[src/rtl/uart_fetch_bridge.sv]
// Fetches a 16-bit instruction over a byte UART link. It sends the fetch opcode and
// the address, then receives the high byte and the low byte.
module uart_fetch_bridge #(
    parameter logic [7:0]  CMD_FETCH      = 8'h03,
    parameter logic [15:0] TIMEOUT_CYCLES = 16'd50000
) (
    input  logic        clk,
    input  logic        reset,
    input  logic        start,
    input  logic [7:0]  address,
    input  logic        stop_for_rw,
    input  logic        rx_done,
    input  logic [7:0]  rx_data,
    input  logic        tx_done,
    output logic        tx_start_out,
    output logic [7:0]  tx_data_out,
    output logic [15:0] instruction_out,
    output logic        done_out,
    output logic        busy,
    output logic        error_out
);

    typedef enum logic [2:0] {
        IDLE, SEND_CMD, WAIT_CMD, SEND_ADDR, WAIT_ADDR, RX_HI, RX_LO, DONE
    } state_t;

    state_t      state;
    logic [15:0] timer;
    logic [7:0]  addr_q;
    logic [7:0]  hi_byte;
    logic [7:0]  lo_byte;
    logic        timeout_hit;

    // The counter would reach TIMEOUT_CYCLES-1 on this edge, so the wait ends here.
    assign timeout_hit = (timer == TIMEOUT_CYCLES - 16'd2);
    assign busy        = (state != IDLE);

    always_ff @(posedge clk or posedge reset) begin
        if (reset) begin
            state           <= IDLE;
            timer           <= '0;
            addr_q          <= '0;
            hi_byte         <= '0;
            lo_byte         <= '0;
            tx_start_out    <= 1'b0;
            tx_data_out     <= '0;
            instruction_out <= '0;
            done_out        <= 1'b0;
            error_out       <= 1'b0;
        end else begin
            // NOTE: non-blocking defaults make each pulse output last one cycle and clear
            // the timer on every state change. A later assignment in the case overrides them.
            tx_start_out <= 1'b0;
            done_out     <= 1'b0;
            error_out    <= 1'b0;
            timer        <= '0;

            case (state)
                IDLE: begin
                    if (start && !stop_for_rw) begin
                        addr_q       <= address;
                        state        <= SEND_CMD;
                        tx_start_out <= 1'b1;
                        tx_data_out  <= CMD_FETCH;
                    end
                end
                SEND_CMD:  state <= stop_for_rw ? IDLE : WAIT_CMD;
                WAIT_CMD: begin
                    if (stop_for_rw) begin
                        state <= IDLE;
                    end else if (tx_done) begin
                        state        <= SEND_ADDR;
                        tx_start_out <= 1'b1;
                        tx_data_out  <= addr_q;
                    end else if (timeout_hit) begin
                        state     <= IDLE;
                        error_out <= 1'b1;
                    end else begin
                        timer <= timer + 16'd1;
                    end
                end
                SEND_ADDR: state <= stop_for_rw ? IDLE : WAIT_ADDR;
                WAIT_ADDR: begin
                    if (stop_for_rw) begin
                        state <= IDLE;
                    end else if (tx_done) begin
                        state <= RX_HI;
                    end else if (timeout_hit) begin
                        state     <= IDLE;
                        error_out <= 1'b1;
                    end else begin
                        timer <= timer + 16'd1;
                    end
                end
                RX_HI: begin
                    if (stop_for_rw) begin
                        state <= IDLE;
                    end else if (rx_done) begin
                        hi_byte <= rx_data;
                        state   <= RX_LO;
                    end else if (timeout_hit) begin
                        state     <= IDLE;
                        error_out <= 1'b1;
                    end else begin
                        timer <= timer + 16'd1;
                    end
                end
                RX_LO: begin
                    if (stop_for_rw) begin
                        state <= IDLE;
                    end else if (rx_done) begin
                        lo_byte         <= rx_data;
                        instruction_out <= {hi_byte, rx_data};
                        done_out        <= 1'b1;
                        state           <= DONE;
                    end else if (timeout_hit) begin
                        state     <= IDLE;
                        error_out <= 1'b1;
                    end else begin
                        timer <= timer + 16'd1;
                    end
                end
                DONE:      state <= IDLE;
                default:   state <= IDLE;
            endcase
        end
    end

endmodule

[config.mk]
export PLATFORM = sky130hd
export DESIGN_NAME = uart_fetch_bridge
export DESIGN_NICKNAME = d
export VERILOG_FILES = /design/src/rtl/uart_fetch_bridge.sv
export SDC_FILE = /design/constraint.sdc
export NUM_CORES = 1
export LEC_CHECK = 0
export CAP_MARGIN = 5
export CORE_MARGIN = 1.5
export CORE_UTILIZATION = 51
export DETAILED_ROUTE_END_ITERATION = 6
export PLACE_DENSITY = 0.78
export SYNTH_ARGS = -nofsm -noshare
export SYNTH_HDL_FRONTEND = slang
export SYNTH_SLANG_ARGS = --single-unit
export TNS_END_PERCENT = 30
[constraint.sdc]
create_clock -name clk -period 2.4 [get_ports clk]
set_clock_uncertainty 0.1 [all_clocks]
set_input_delay 0.48 -clock clk [delete_from_list [all_inputs] [get_ports clk]]
set_output_delay 0.48 -clock clk [all_outputs]
set_load 0.02 [all_outputs]
==> out/results.tsv <==
stage	metric	value	unit
global_route	initial antenna violation count	0	
placed_design	# port buffers	49	
clock_network	CTS tree	yes	
critical_path	Setup CP Type	reg -> reg	
floorplan	floorplan row count	26	
synthesis	MUX share of area	0.1347	
critical_path	crit path from	state[0]$_DFFE_PP0P_	
synthesis	Yosys chip area	2675	sq um
synthesis	Synth Flop Type	dfrtp_1	
sta	fin crit share	0.8717	
global_route	residual overflow from global routing	0	
synthesis	Ys Warns	0	
sta	final hold slack	0.3879	ns
critical_path	CP max-delay cell	or3b_1	
power	PwrDens	906.5	nW/um^2
synthesis	count of library flops with an enable pin	0	
critical_path	Crit. End Element	flip-flop	
route	Vias	1834	
synthesis	Mapped Cells	210	
critical_path	Worst Setup Start Kind	flip-flop	
sta	max frequency	478.0	MHz
cells_and_area	layout cell share with drive strength beyond 1	0.2650	
critical_path	CP required	2.52	ns
critical_path	Critical Path Max Stage Delay	0.49	ns
synthesis	Synth top area share	0.5800	
route	antenna-violating nets left	0	
run	Tool Warnings	27	
synthesis	FFs w/ async S/R, synth	1.000	
global_route	vias in the first global route	1759	
critical_path	CP top delay family	simple AND/OR/NAND/NOR gates	
floorplan	Die X	75.43	microns
synthesis	post-synthesis cell count from yosys	210	
sta	max_slew headroom	0.6645	
status	status	complete, no violations	
synthesis	Complex Gates by Area	0.03835	
route	DR iter-0 viols	107	
synthesis	Synth Seq Share	0.5800	
synthesis	Mapped Area	2675	sq um
critical_path	WP buf/inv	1	
sta	RSZ-0062 raised after global routing	false	
logic make-up after synthesis:
group                      Yosys count
DFF                                 62
adders and majority gates            2
and+or+nand+nor                     72
muxes                               32
AOI/OAI and AO/OA                   12
xor gates and xnor gates            17
buffers and inverters               13
per-stage QoR:
step | instance area, sq um | setup WS, ns | utilization | total power [mW]
final | 3551 | 0.3080 | 0.6997 | 3.219
after global routing | 3551 | 0.2720 | 0.6997 | 3.390
after CTS | 3548 | 0.01121 | 0.6992 | 3.260
after detailed placement | 3316 | 0.1189 | 0.6534 | 2.215
after global placement | 3316 | 0.1558 | 0.6534 | 2.188
after floorplan | 2675 | 0.2786 | - | 1.881
worst paths after layout:
kind                       slack, ns                    endpoint  cells after the start
max                             0.31       addr_q[5]$_DFFE_PP0P_                      4
min                             0.39      hi_byte[4]$_DFFE_PP0P_                      2
max reg2reg                     0.31       addr_q[5]$_DFFE_PP0P_                      4
min reg2reg                     0.39  tx_data_out[0]$_DFFE_PP0P_                      1
min in group clk                0.39  tx_data_out[0]$_DFFE_PP0P_                      1
max in group asynchronous       1.21       addr_q[0]$_DFFE_PP0P_                      3
what timing repair did:
item,CTS,global route
hold buffers,0,0
endpoints found under the setup margin,0,1
hold endpoints to repair,0,0
gates resized,0,1
layer usage:
metal,track usage,wire length (microns),up-vias
met5,0,0,-
met4,0.1131,104,0
met3,0.06746,292,8
met2,0.3109,2490,58
met1,0.2595,2273,892
li1,-,-,876
worst reg2reg max path: stages (launching register included):
cell,delay [ns]
dfrtp_1,0.48
or3_4,0.42
or3b_1,0.49
buf_4,0.21
mux2_2,0.28
flip-flops by register name (all words and copies together) (netlist names):
register / flops
tx_start_out: 1
error_out: 1
done_out: 1
addr_q: 8
instruction_out: 16
tx_data_out: 8
hi_byte: 8
timer: 16
state: 3
cells in the final DEF, fill, tap and decap left out, drive strengths merged, types with 4 or more instances in the layout:
cell type	instances
clkdlybuf4s50	48
mux2	32
clkbuf	11
nor3b	4
nand2	9
dfrtp	62
xnor2	12
nor2	19
nor3	5
buf	16
a22o	6
nand4	4
nand3	9
inv	5
xor2	5
nor4	4
area by class of cell:
cell class	instances	area, sq um
Tap cell	70	87.58
Clock buffer	11	151.4
Timing Repair Buffer	65	613.1
Multi-Input combinational cell	135	1045
Fill cell	384	1524
Sequential cell	62	1551
Clock inverter	5	81.33
Inverter	5	21.27
power breakdown:
| group | internal (mW) | leakage (nW) | switching, mW | total, mW |
|---|---|---|---|---|
| sequential | 1.24 | 0.833 | 0.132 | 1.38 |
| combinational | 0.459 | 0.612 | 0.355 | 0.814 |
| clock | 0.641 | 0.116 | 0.388 | 1.03 |
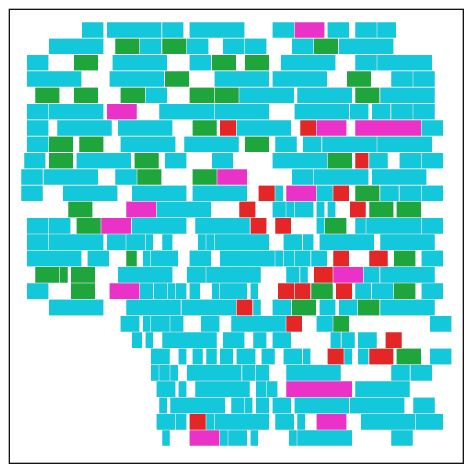
Figure 1: drive-strength map.
Scale: 6 px per micron.
[magenta] x6 and larger | cells: 13 | share: 4.6%
[green] x2 | cells: 41 | share: 14%
[cyan] x1 and smaller | cells: 208 | share: 73%
[red] x3 and x4 | cells: 21 | share: 7.4%
non-clock buffer count in the final layout: 65
post-route setup slack: 0.3080 ns

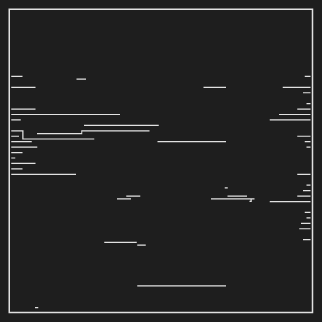
Figure 2: M3 wires.
Scale: 4 px per micron.
longest straight run: 26.9 microns
wire length on this layer: 293 microns
share of all routed wire: 5.7%
nets with wire on the layer: 42

Power is estimated from default activity; no workload was simulated.
